Design top_divisor, sky130hd; sources not shown.
Figure 1. Port wiring.
Scale: 3 px per um.
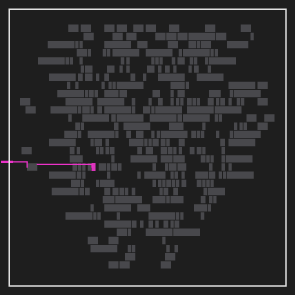
init -> magenta  # direction input, edge left, end cells 1, buffers 1, wire 26.6 um
Port Buffers: 36
Top Ports: 37

Figure 2. Sizing map.
Scale: 4 px per um.
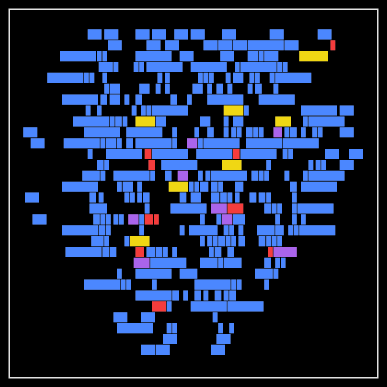
drive 2 -> red  # cells 10, share 3.2%
drive 1 or less -> blue  # cells 284, share 92%
drive 3 to 4 -> purple  # cells 8, share 2.6%
drive 6 and up -> yellow  # cells 7, share 2.3%
post-route setup slack: 1.75 ns
Post-Layout Inst Area: 2800 um^2

Figure 3. Logic cells by family.
Scale: 4 px per um.
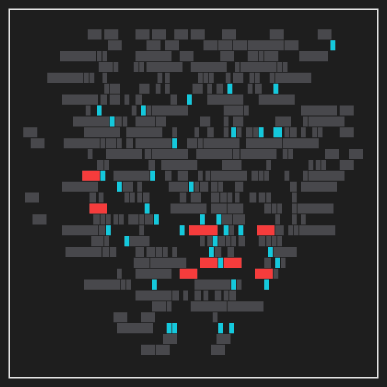
inverters -> cyan  # cells 36
adder and majority cells -> red  # cells 8
final cell count without fillers: 405
Comb area share: 0.320
Top cell excl fill/tap: nand2_1

Figure 4. Cell placement.
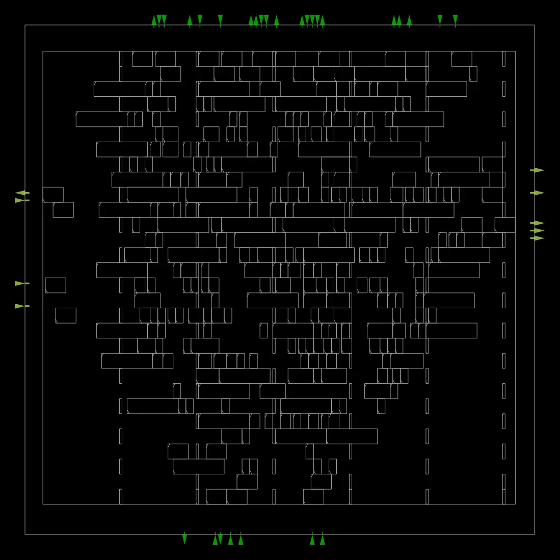
FILL cells: 726
final core utilization: 0.403
core outline area: 6940 um^2

==> metrics.yaml <==
route:
  dr_wl_met3_um: 155
  post_drt_wl_per_cell_um: 12.2
  viasPerCell: 4.46
  vias: 1808
  top_layer: "met4"
clocking:
  cts_tree: "yes"
  numCtsBuffers: 5
  cts.htree.levels: 2
  clk_latency_ns: 0.30
  cts_hold_buffers: 0
grt:
  grt_overflow_total: 0
  top_usage_layer: "met2"
  grt.total_usage: 0.126
  grt_max_degree: 29
  grt.met2_usage: 0.214
power:
  comb_cell_power_mw: 1.32
  seqPwrFrac: 0.339
  finalPower_mw: 2.45
  p_sw_mw: 1.06
  swShare: 0.432
worst_setup_path:
  cp_num_cells: 1
  cp_num_buf_inv: 1
  reg2reg_depth: 10
  cp.arrival_ns: 1.22
  crit_fanout: 2
logic_synthesis:
  ys_sh_simple: 0.245
  most_common_cell: "nand2_1"
  top_logic_kind: "simple AND/OR/NAND/NOR gates"
  fp_nets: 291
  synthAdderAreaFrac: 0.0488
  edf_count: 0
  synthFlopType: "dfrtp_1"
  ys_chip_area_um2: 2210
  netlist_area_um2: 2210
  ys_cells: 264
placement:
  dp_hpwl_um: 3820
  placed_area_um2: 2710
  placedCellCount: 397
  pre_cts_slack_ns: 1.48
finish:
  top_area_cell_class: "flip-flops and latches"
  n_all_buffers: 45
  final.clkbuf_count: 6
  final_cell_mix: "100 x nand2_1, 45 x dfrtp_1, 36 x clkdlybuf4s50_1"
run:
  tool_warnings: 27
floorplan:
  chipWidth_um: 91.8
  fp_util: 0.318
outcome:
  status: "completed"
timing:
  whs_ns: 0.430
Power and IR drop assume default switching activity.
